==> config.mk <==
export PLATFORM = sky130hd
export DESIGN_NAME = vcb4cled_ctr
export DESIGN_NICKNAME = d
export VERILOG_FILES = /design/src/rtl/vcb_ctr_pkg.sv /design/src/rtl/vcb_tc_detect.sv /design/src/rtl/vcb4cled_ctr.sv
export SDC_FILE = /design/constraint.sdc
export NUM_CORES = 1
export LEC_CHECK = 0
export CORE_AREA = 4 4 41 43
export CTS_CLUSTER_DIAMETER = 30
export DETAILED_ROUTE_END_ITERATION = 16
export DIE_AREA = 0 0 45 47
export PLACE_DENSITY = 0.55
export SLEW_MARGIN = 10
export SYNTH_ARGS = -nofsm -noshare
export SYNTH_HDL_FRONTEND = slang
export SYNTH_SLANG_ARGS = --single-unit
==> constraint.sdc <==
create_clock -name clk -period 1.3 [get_ports clk]
set_clock_uncertainty 0.1 [all_clocks]
set_input_delay 0.195 -clock clk [delete_from_list [all_inputs] [get_ports clk]]
set_output_delay 0.195 -clock clk [all_outputs]
set_load 0.01 [all_outputs]
==> src/rtl/vcb_ctr_pkg.sv <==
// Shared constants for the vcb cascadable counter family.
// Holds the default counter width, the terminal values for that width
// and the direction encoding of the 'up' input.
package vcb_ctr_pkg;

  localparam int VCB_WIDTH = 4;

  localparam logic [VCB_WIDTH-1:0] VCB_ALL_ONES = {VCB_WIDTH{1'b1}};
  localparam logic [VCB_WIDTH-1:0] VCB_ZERO     = {VCB_WIDTH{1'b0}};

  localparam logic DIR_UP = 1'b1;
  localparam logic DIR_DN = 1'b0;

endpackage

==> src/rtl/vcb_tc_detect.sv <==
// Terminal-count detector for the vcb counter family.
// Flags the value at which the next count step in the current direction
// wraps: all ones when counting up, zero when counting down.
module vcb_tc_detect
  import vcb_ctr_pkg::*;
#(
  parameter int WIDTH = VCB_WIDTH
) (
  input  logic [WIDTH-1:0] q,
  input  logic             up,
  output logic             tc
);

  // Terminal value depends only on the present count and direction
  always_comb begin
    tc = 1'b0;
    if (up == DIR_UP) begin
      tc = (q == {WIDTH{1'b1}});
    end else begin
      tc = (q == {WIDTH{1'b0}});
    end
  end

endmodule

==> src/rtl/vcb4cled_ctr.sv <==
// Cascadable up/down binary counter with clock enable, synchronous load
// and asynchronous clear. TC marks the wrap point for the current
// direction and CEO = ce & TC enables the next stage of a wider chain.
// Build option: define VCB_CTR_SAT_EN to make counting saturate at the
// terminal value instead of wrapping; load, clear, TC and CEO unchanged.
module vcb4cled_ctr
  import vcb_ctr_pkg::*;
#(
  parameter int WIDTH = VCB_WIDTH
) (
  input  logic             clk,
  input  logic             clr,
  input  logic             ce,
  input  logic             up,
  input  logic [WIDTH-1:0] di,
  input  logic             L,
  output logic [WIDTH-1:0] Q,
  output logic             TC,
  output logic             CEO
);

  localparam logic [WIDTH-1:0] ONE = {{(WIDTH-1){1'b0}}, 1'b1};

  logic [WIDTH-1:0] q_q;
  logic [WIDTH-1:0] q_d;
  logic             tc_w;

  vcb_tc_detect #(
    .WIDTH(WIDTH)
  ) u_tc_detect (
    .q  (q_q),
    .up (up),
    .tc (tc_w)
  );

  // Next count: load beats counting, counting needs ce, otherwise hold
  always_comb begin
    q_d = q_q;
    if (L) begin
      q_d = di;
    end else if (ce) begin
`ifdef VCB_CTR_SAT_EN
      if (!tc_w) begin
        q_d = (up == DIR_UP) ? (q_q + ONE) : (q_q - ONE);
      end
`else
      q_d = (up == DIR_UP) ? (q_q + ONE) : (q_q - ONE);
`endif
    end
  end

  // Count register; clear acts immediately and overrides everything
  always_ff @(posedge clk or posedge clr) begin
    if (clr) begin
      q_q <= '0;
    end else begin
      q_q <= q_d;
    end
  end

  assign Q   = q_q;
  assign TC  = tc_w;
  assign CEO = ce & tc_w;

endmodule

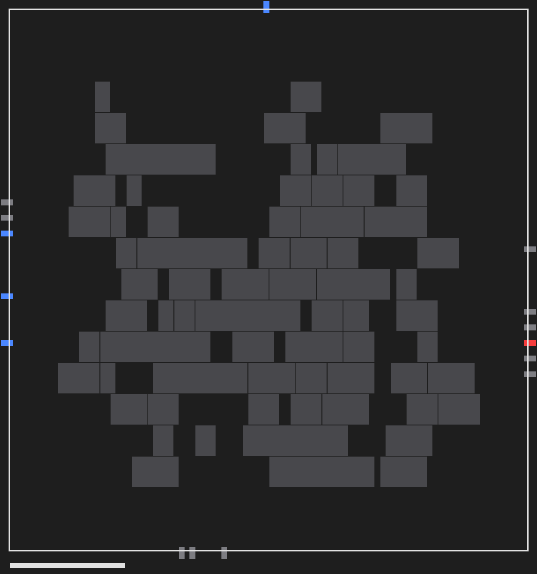
(images/pins.png)
Bar = 10 um. Pins as bars across the die edge, other pins in grey.
Key: blue = di [pins 4, direction input, edge 3 west, 1 north]; red = CEO [pins 1, direction output, edge east]
All pins by edge: 6 east, 5 west, 3 south, 1 north.

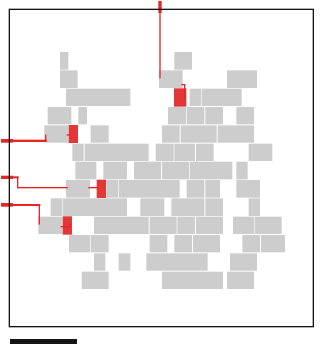
(images/port_nets.png)
Bar = 10 um.
Key: red = di [bits 4, direction input, edge 3 west, 1 north, end cells 4, buffers 4, wire 37.8 um]

==> run summary <==
run results: DP HPWL roughly 700 um, Synth Area in Simple Gates ~26%, GRT Util Overall 11.4%, Main area contributors dfrtp_1 30%, mux2i_1 9.0%, ha_1 7.5%, wire length per cell 13.8 um, Final Total Pwr 0.720 mW, aoi share 12.3%, max reg flops 4, Final WS setup -0.610 ns, Dominant combinational family simple AND/OR/NAND/NOR gates, Syn Area/Cell around 9.3 um2, post-CTS resize count 34, xor/xnor share 5.22%, MUX area fraction 8.96%, Post-Syn Nets 48, tool warnings 29, worst slack, placed -1.02 ns, first-pass GRT wire length between 1.5 and 2 mm, worst-margin pin slew around 0.25 ns, endpoint type of the worst setup path primary output, fin crit share 147%, Yosys top cell area share 29.9%, Post-Synthesis Cells 36, critical path's slowest cell or4_4, RePlAce Congestion 0.727, CTS tree built, Commonest Layout Cell buf_4, Startpoint Class flop, Setup Viol. Count Final 6, DRT antenna net count 0, fin. max-slew vios 0, FF-to-FF path depth 6, cell count in the Yosys report 36, asr flop ratio synth 100%, Hold WC Path Type primary input to asynchronous set/reset pin, status finished with violations, failing checks setup timing, post-route insts no fill about 83, number of synthesis warnings 0, Top cells excl fill/tap 10 x buf_4, 8 x buf_6, 7 x clkdlybuf4s50_1, Critical path origin Q[0]
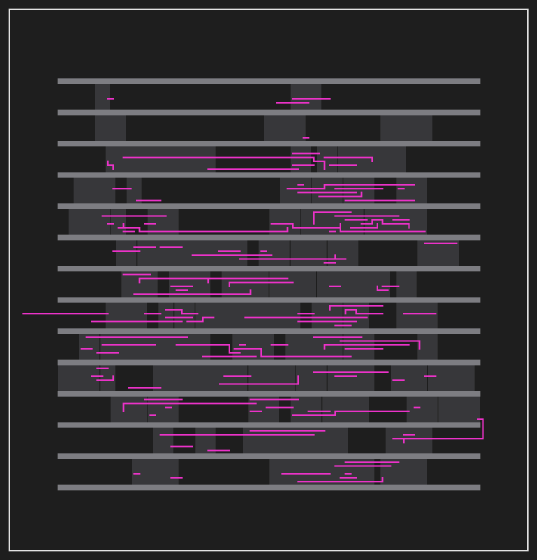
(images/met1.png)
Supply wires on this layer in grey. Cells faint in the background.
The wires run mostly horizontal. The layer holds 39% of the routed length. The layer carries 445 um of wire. 67 nets have wire on it.
via count: 396
Routed WL: 1.14 mm
met1 Use GR: 12.5%

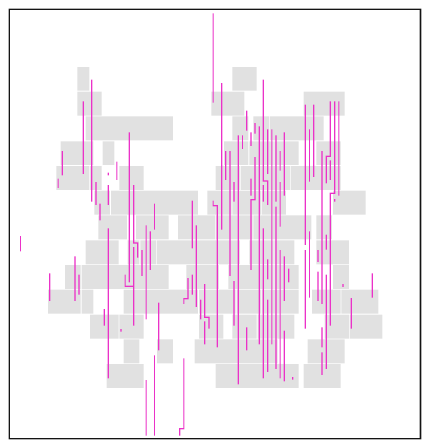
(images/met2.png)
Cells faint in the background.
The layer holds 51% of the routed length. The layer carries 582 um of wire. 68 nets have wire on it.
met2 GRT Util: 19.8%

## worst max-delay path, delay by kind of cell (launching register included)
kind | cells | cell delay [ns]
buffers and inverters | 1 | 0.09
multiplexers | 1 | 0.18
AND/OR/NAND/NOR | 2 | 0.69
flip-flops | 1 | 0.42
## layer usage
layer	global-route usage (%)	wire, um
met4	9.36	38
met5	0	0
met1	12.5	445
met2	19.8	581
met3	1.53	79
## where the power goes
part | total [mW] | internal (mW) | switching, mW
registers | 0.166 | 0.148 | 0.0179
logic | 0.380 | 0.218 | 0.162
clock network | 0.175 | 0.116 | 0.0588
## layout make-up
class                      count  area, um2  area share, %
clock buffer                   4       26.3           3.65
inverter                       2       11.3           1.57
multi-input combinational     28        294           40.9
sequential                     4        104           14.4
tap                           15       18.8           2.61
timing repair buffer          30        265           36.9
No activity file was given, so power comes from the tool's default toggle rates.
